**config.mk**
```make
export PLATFORM = sky130hd
export DESIGN_NAME = vend_machine_multi
export DESIGN_NICKNAME = d
export VERILOG_FILES = /design/src/rtl/vend_pkg.sv /design/src/rtl/vend_change_gen.sv /design/src/rtl/vend_machine_multi.sv
export SDC_FILE = /design/constraint.sdc
export NUM_CORES = 1
export LEC_CHECK = 0
export CORE_AREA = 2 2 60 62
export DETAILED_ROUTE_END_ITERATION = 16
export DIE_AREA = 0 0 62 64
export GPL_TIMING_DRIVEN = 0
export HOLD_SLACK_MARGIN = 0.08
export PLACE_DENSITY_LB_ADDON = 0.25
export SETUP_SLACK_MARGIN = 0.05
export SYNTH_ARGS = -nofsm -noshare
export SYNTH_HDL_FRONTEND = slang
export SYNTH_SLANG_ARGS = --single-unit
```
**constraint.sdc**
```tcl
create_clock -name clk -period 4.5 [get_ports clk]
set_clock_uncertainty 0.2 [all_clocks]
set_input_delay 0.675 -clock clk [delete_from_list [all_inputs] [get_ports clk]]
set_output_delay 0.675 -clock clk [all_outputs]
set_load 0.01 [all_outputs]
```
**src/rtl/vend_pkg.sv**
```systemverilog
`default_nettype none
// ============================================================================
// Package     : vend_pkg
// Description : Shared types and helpers for the multi-product vending
//               controller: FSM state encoding, coin codes and the
//               code-to-value mapping used by both the credit and change
//               datapaths.
// Revision    : 1.0 - initial release
// ============================================================================
package vend_pkg;

  typedef enum logic [1:0] {
    IDLE   = 2'd0,
    CREDIT = 2'd1,
    VEND   = 2'd2,
    CHANGE = 2'd3
  } state_e;

  typedef enum logic [1:0] {
    COIN_NONE = 2'd0,
    COIN_1    = 2'd1,
    COIN_2    = 2'd2,
    COIN_3    = 2'd3
  } coin_e;

  // Map a coin code onto its value; the denominations come from the
  // instantiating module's parameters so the mapping stays in one place.
  function automatic logic [31:0] coin_value(
    input logic [1:0]  code,
    input int unsigned v1,
    input int unsigned v2,
    input int unsigned v3
  );
    logic [31:0] val;
    val = 32'd0;
    if (code == COIN_1) val = 32'(v1);
    if (code == COIN_2) val = 32'(v2);
    if (code == COIN_3) val = 32'(v3);
    return val;
  endfunction

endpackage : vend_pkg
`default_nettype wire

```
**src/rtl/vend_change_gen.sv**
```systemverilog
`default_nettype none
// ============================================================================
// Module      : vend_change_gen
// Description : Greedy change selector. Given the credit still owed, returns
//               the code and value of the largest coin that does not exceed
//               it, or no coin when even the smallest denomination is too big.
//               Purely combinational. Denominations must be ordered
//               COIN1_VAL < COIN2_VAL < COIN3_VAL.
// Revision    : 1.0 - initial release
// ============================================================================
module vend_change_gen
  import vend_pkg::*;
#(
  parameter int unsigned CREDIT_W  = 7,
  parameter int unsigned COIN1_VAL = 5,
  parameter int unsigned COIN2_VAL = 10,
  parameter int unsigned COIN3_VAL = 25
) (
  input  logic [CREDIT_W-1:0] i_credit,
  output logic [1:0]          o_coin,
  output logic [CREDIT_W-1:0] o_value
);

  logic [31:0] w_credit;

  assign w_credit = 32'(i_credit);

  // Largest-first coin choice for the remaining credit
  always_comb begin
    o_coin = COIN_NONE;
    if (w_credit >= COIN3_VAL) begin
      o_coin = COIN_3;
    end else if (w_credit >= COIN2_VAL) begin
      o_coin = COIN_2;
    end else if (w_credit >= COIN1_VAL) begin
      o_coin = COIN_1;
    end
  end

  // The chosen value never exceeds i_credit, so truncation is lossless
  assign o_value = CREDIT_W'(coin_value(o_coin, COIN1_VAL, COIN2_VAL, COIN3_VAL));

endmodule : vend_change_gen
`default_nettype wire

```
**src/rtl/vend_machine_multi.sv**
```systemverilog
`default_nettype none
// ============================================================================
// Module      : vend_machine_multi
// Description : Multi-product vending controller. Accumulates coin credit,
//               sells one of NUM_PRODUCTS items at per-product prices, and
//               pays change / refunds as a greedy coin stream, one coin per
//               cycle. All outputs are registered.
// Config      : define STOCK_EN to add per-product stock counters and the
//               o_sold_out output; otherwise stock is unlimited.
// Revision    : 1.0 - initial release
// ============================================================================
module vend_machine_multi
  import vend_pkg::*;
#(
  parameter int unsigned               NUM_PRODUCTS = 4,
  parameter int unsigned               CREDIT_W     = 7,
  parameter int unsigned               MAX_CREDIT   = 100,
  parameter int unsigned               COIN1_VAL    = 5,
  parameter int unsigned               COIN2_VAL    = 10,
  parameter int unsigned               COIN3_VAL    = 25,
  parameter logic [8*NUM_PRODUCTS-1:0] PRICES       = {8'd30, 8'd25, 8'd20, 8'd15},
`ifdef STOCK_EN
  parameter int unsigned               STOCK_INIT   = 3,
`endif
  localparam int unsigned              ID_W = (NUM_PRODUCTS > 1) ? $clog2(NUM_PRODUCTS) : 1
) (
  input  logic                clk,
  input  logic                rst,
  input  logic [1:0]          i_coin,
  input  logic                i_sel_valid,
  input  logic [ID_W-1:0]     i_sel_id,
  input  logic                i_cancel,
  output logic                o_dispense,
  output logic [ID_W-1:0]     o_dispense_id,
  output logic [1:0]          o_change_coin,
  output logic                o_coin_reject,
  output logic                o_sel_deny,
  output logic [CREDIT_W-1:0] o_credit,
  output logic                o_busy
`ifdef STOCK_EN
  ,
  output logic [NUM_PRODUCTS-1:0] o_sold_out
`endif
);

  state_e              r_state, w_state_nxt;
  logic [CREDIT_W-1:0] r_credit, w_credit_nxt;
  logic                r_dispense, w_dispense_nxt;
  logic [ID_W-1:0]     r_dispense_id, w_dispense_id_nxt;
  logic [1:0]          r_change_coin, w_change_coin_nxt;
  logic                r_coin_reject, w_coin_reject_nxt;
  logic                r_sel_deny, w_sel_deny_nxt;
  logic                r_busy;

  logic                    w_accepting;
  logic                    w_cancel_go;
  logic                    w_sel_try;
  logic                    w_sel_ok;
  logic                    w_coin_add;
  logic                    w_payout;
  logic                    w_pay_coin;
  logic [31:0]             w_coin_val;
  logic [31:0]             w_sum;
  logic [7:0]              w_price;
  logic                    w_in_range;
  logic                    w_stock_ok;
  logic [NUM_PRODUCTS-1:0] w_stock_avail;
  logic [1:0]              w_gen_coin;
  logic [CREDIT_W-1:0]     w_gen_val;
  logic [CREDIT_W-1:0]     w_rem;

  // IDLE and CREDIT are the only states that take coins, selects and cancels
  assign w_accepting = (r_state == IDLE) || (r_state == CREDIT);
  assign w_cancel_go = w_accepting && i_cancel;
  assign w_sel_try   = w_accepting && i_sel_valid && !i_cancel;
  assign w_sel_ok    = w_sel_try && w_in_range && w_stock_ok &&
                       (32'(r_credit) >= 32'(w_price));

  assign w_coin_val  = coin_value(i_coin, COIN1_VAL, COIN2_VAL, COIN3_VAL);
  assign w_sum       = 32'(r_credit) + w_coin_val;
  // A coin is only credited when nothing of higher priority was accepted
  assign w_coin_add  = w_accepting && (i_coin != COIN_NONE) && !w_cancel_go &&
                       !w_sel_ok && (w_sum <= MAX_CREDIT);

  // Payout covers a fresh refund and every cycle of an ongoing change stream
  assign w_payout    = w_cancel_go ||
                       (((r_state == VEND) || (r_state == CHANGE)) && (r_credit != '0));
  assign w_pay_coin  = w_payout && (w_gen_coin != COIN_NONE);
  assign w_rem       = r_credit - w_gen_val;

  vend_change_gen #(
    .CREDIT_W  (CREDIT_W),
    .COIN1_VAL (COIN1_VAL),
    .COIN2_VAL (COIN2_VAL),
    .COIN3_VAL (COIN3_VAL)
  ) u_change_gen (
    .i_credit (r_credit),
    .o_coin   (w_gen_coin),
    .o_value  (w_gen_val)
  );

  // Decode the selected product: price, range check and stock availability
  always_comb begin
    w_price    = 8'd0;
    w_in_range = 1'b0;
    w_stock_ok = 1'b0;
    for (int p = 0; p < NUM_PRODUCTS; p++) begin
      if (i_sel_id == ID_W'(p)) begin
        w_price    = PRICES[p*8 +: 8];
        w_in_range = 1'b1;
        w_stock_ok = w_stock_avail[p];
      end
    end
  end

`ifdef STOCK_EN
  for (genvar p = 0; p < NUM_PRODUCTS; p++) begin : g_stock
    localparam int unsigned STOCK_W = (STOCK_INIT > 1) ? $clog2(STOCK_INIT + 1) : 1;
    logic [STOCK_W-1:0] r_cnt;
    logic               r_sold;

    // Count down this product's stock on each accepted sale, never below 0
    always_ff @(posedge clk) begin
      if (rst) begin
        r_cnt  <= STOCK_W'(STOCK_INIT);
        r_sold <= 1'b0;
      end else if (w_sel_ok && (i_sel_id == ID_W'(p)) && (r_cnt != '0)) begin
        r_cnt  <= r_cnt - 1'b1;
        r_sold <= (r_cnt == STOCK_W'(1));
      end
    end

    assign w_stock_avail[p] = (r_cnt != '0);
    assign o_sold_out[p]    = r_sold;
  end
`else
  assign w_stock_avail = '1;
`endif

  // Next-state selection; cancel beats select beats coin
  always_comb begin
    w_state_nxt = r_state;
    case (r_state)
      IDLE, CREDIT: begin
        if (w_cancel_go) begin
          w_state_nxt = w_pay_coin ? CHANGE : IDLE;
        end else if (w_sel_ok) begin
          w_state_nxt = VEND;
        end else if (w_coin_add) begin
          w_state_nxt = CREDIT;
        end
      end
      VEND, CHANGE: begin
        w_state_nxt = w_pay_coin ? CHANGE : IDLE;
      end
      default: begin
        w_state_nxt = IDLE;
      end
    endcase
  end

  // Next values of credit and of every registered output pulse
  always_comb begin
    w_credit_nxt      = r_credit;
    w_dispense_nxt    = 1'b0;
    w_dispense_id_nxt = '0;
    w_change_coin_nxt = COIN_NONE;
    w_coin_reject_nxt = (i_coin != COIN_NONE) && !w_coin_add;
    w_sel_deny_nxt    = w_sel_try && !w_sel_ok;
    if (w_payout) begin
      if (w_pay_coin) begin
        w_change_coin_nxt = w_gen_coin;
        // Anything smaller than the smallest coin cannot be paid back
        w_credit_nxt      = (32'(w_rem) < COIN1_VAL) ? '0 : w_rem;
      end else begin
        w_credit_nxt      = '0;
      end
    end else if (w_sel_ok) begin
      w_dispense_nxt    = 1'b1;
      w_dispense_id_nxt = i_sel_id;
      w_credit_nxt      = CREDIT_W'(32'(r_credit) - 32'(w_price));
    end else if (w_coin_add) begin
      w_credit_nxt      = CREDIT_W'(w_sum);
    end
  end

  // State, credit and output registers; reset aborts any vend or payout
  always_ff @(posedge clk) begin
    if (rst) begin
      r_state       <= IDLE;
      r_credit      <= '0;
      r_dispense    <= 1'b0;
      r_dispense_id <= '0;
      r_change_coin <= COIN_NONE;
      r_coin_reject <= 1'b0;
      r_sel_deny    <= 1'b0;
      r_busy        <= 1'b0;
    end else begin
      r_state       <= w_state_nxt;
      r_credit      <= w_credit_nxt;
      r_dispense    <= w_dispense_nxt;
      r_dispense_id <= w_dispense_id_nxt;
      r_change_coin <= w_change_coin_nxt;
      r_coin_reject <= w_coin_reject_nxt;
      r_sel_deny    <= w_sel_deny_nxt;
      r_busy        <= (w_state_nxt == VEND) || (w_state_nxt == CHANGE);
    end
  end

  assign o_dispense    = r_dispense;
  assign o_dispense_id = r_dispense_id;
  assign o_change_coin = r_change_coin;
  assign o_coin_reject = r_coin_reject;
  assign o_sel_deny    = r_sel_deny;
  assign o_credit      = r_credit;
  assign o_busy        = r_busy;

endmodule : vend_machine_multi
`default_nettype wire

```
### Signal wires on met1

Supply wires on this layer in grey.
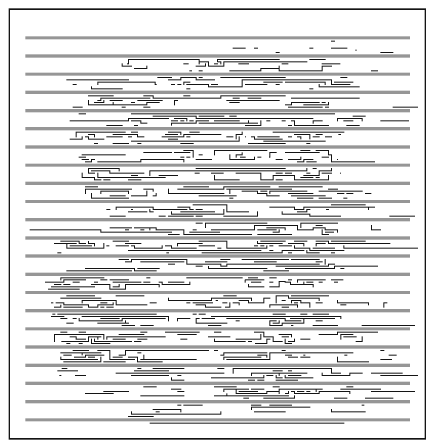
main direction: horizontal
wire length on this layer: 2,120 µm
nets with wire on the layer: 251
share of all routed wire: 49%
longest straight run: 30.4 µm
final routed wirelength across all metal layers: 4350 µm
count of vias placed by the detailed router: 1,700
met1 Use GR: 33.4%

### Signal wires on met2

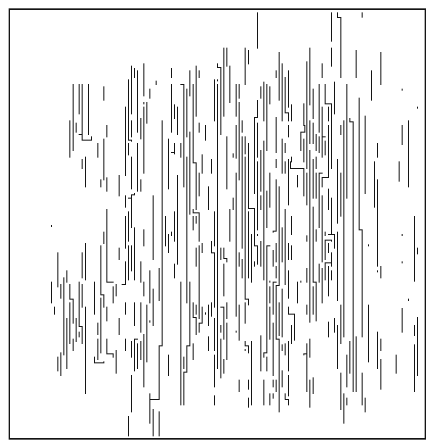
longest straight run: 42.5 µm
main direction: vertical

### The metal 3 layer

Bar = 20 µm. Cells faint in the background.
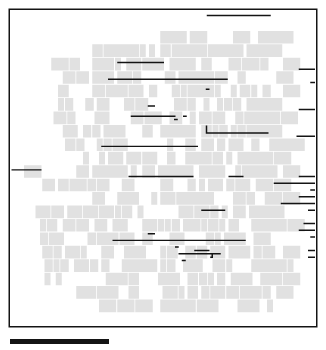
share of all routed wire: 4.5%
nets with wire on the layer: 30
longest straight run: 26.7 µm
met3 Usage GRT: 3.04%

### The clock network

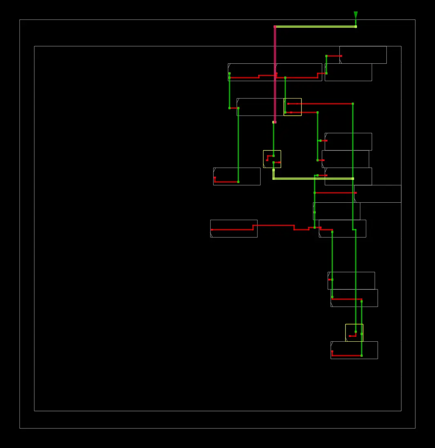
worst skew pair latency: 0.29 ns
power in the clock group: 77.1 µW
count of clock buffers in the final design: 3
CTS Sinks: 16
TritonCTS Buffers: 3

### Gate-type map

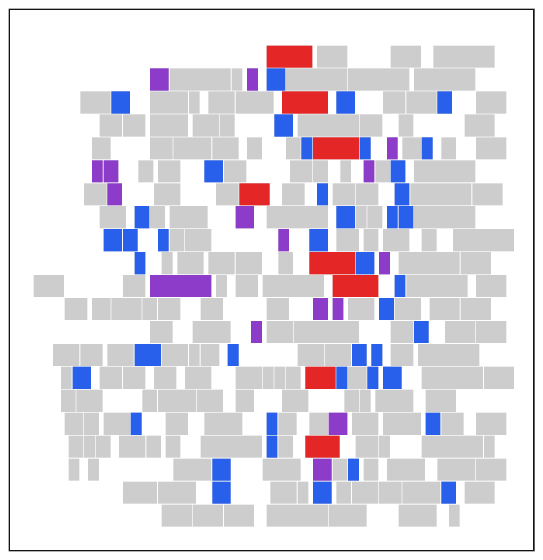
legend:
  nor cells:
    colour: blue
    cells: 42
    most_used: nor2_1
  nand cells:
    colour: purple
    cells: 16
    most_used: nand2_1
  mux cells:
    colour: red
    cells: 8
    most_used: mux2_4
multi-input gate share of total cell area: 64.9%
commonest non-fill, non-tap cell in the layout: sky130_fd_sc_hd__clkdlybuf4s50_1
non-filler instance count after layout: 289

==> Implementation_results.wiki <==
=== Physical design figures ===
{| class="wikitable"
! Metric !! Value
|-
| Flop pwr share || around a fifth
|-
| H-tree lvl count || 1
|-
| Clock buf/inv share || roughly 1.1%
|-
| Io pins || 23
|-
| Post-synthesis share of cell area spent on full adders, half adders and majority gates || between 10% and 20%
|-
| Peak-usage layer in the global routing report || met2
|-
| Number of inverters outside the clock class in the layout || 15
|-
| Utilization after layout || 63.5%
|-
| Ao+oa area frac || 28.6%
|-
| Via count normalized by instance count || 5.88
|-
| Number of cells after detailed placement || roughly 290
|-
| Endpoint of the worst-slack reg-to-reg timing path || o_credit[1]
|-
| Number of cells on the worst hold path || 2
|-
| Worst Slack Setup Final || ~0.59 ns
|-
| Most used cells in the layout excluding fill and tap cells || sky130_fd_sc_hd__clkdlybuf4s50_1, sky130_fd_sc_hd__ha_1, sky130_fd_sc_hd__nor2_1, sky130_fd_sc_hd__dfxtp_1, sky130_fd_sc_hd__inv_1
|-
| X dimension of the die || approximately 62 µm
|-
| Int Power || between 500 and 600 µW
|-
| Crit path required time || ~4.5 ns
|-
| Multi-input logic area || around 1400 µm²
|-
| Final-layout fill cell count || slightly below 300
|-
| Flip-flop and latch power || about 210 µW
|-
| Actual transition at the worst max-transition pin || 0.668 ns
|-
| Total cell area at the placement stage || between 2000 and 2500 µm²
|-
| Initial core utilization || between 50% and 60%
|-
| Number of tap cells added at floorplan || roughly 46
|-
| Commonest cells in the netlist || sky130_fd_sc_hd__ha_1, sky130_fd_sc_hd__dfxtp_1, sky130_fd_sc_hd__nor2_1
|-
| Setup Fix Bufs, Post-CTS || 0
|-
| Post-cts hold-fix buffer tally || 0
|-
| Post-synth design cell area || around 1800 µm²
|-
| Fraction of power spent switching nets || around 47%
|-
| Library cell contributing the largest single delay on the critical path || sky130_fd_sc_hd__nor3_1
|-
| Total congestion overflow || 0
|-
| Category of the worst setup path capture point || register
|-
| Top cell type's share of synthesized area || between 15 and 20%
|-
| Clock group share of total power || under 10%
|-
| Reported combinational group power || 759 µW
|-
| Dominant delay contributor by cell family on the critical path || simple AND/OR/NAND/NOR gates
|-
| Parity-gate share of the synthesized area counting xor and xnor cells || 5.40%
|-
| Max_slew headroom || a little under three fifths
|-
| Run status || complete, no violations
|-
| Arrival time of the worst setup path || between 3 and 4 ns
|-
| Most frequently used flop master after synthesis || sky130_fd_sc_hd__dfxtp_1
|-
| Die y size || around 64 µm
|}
Power and IR drop assume default switching activity.
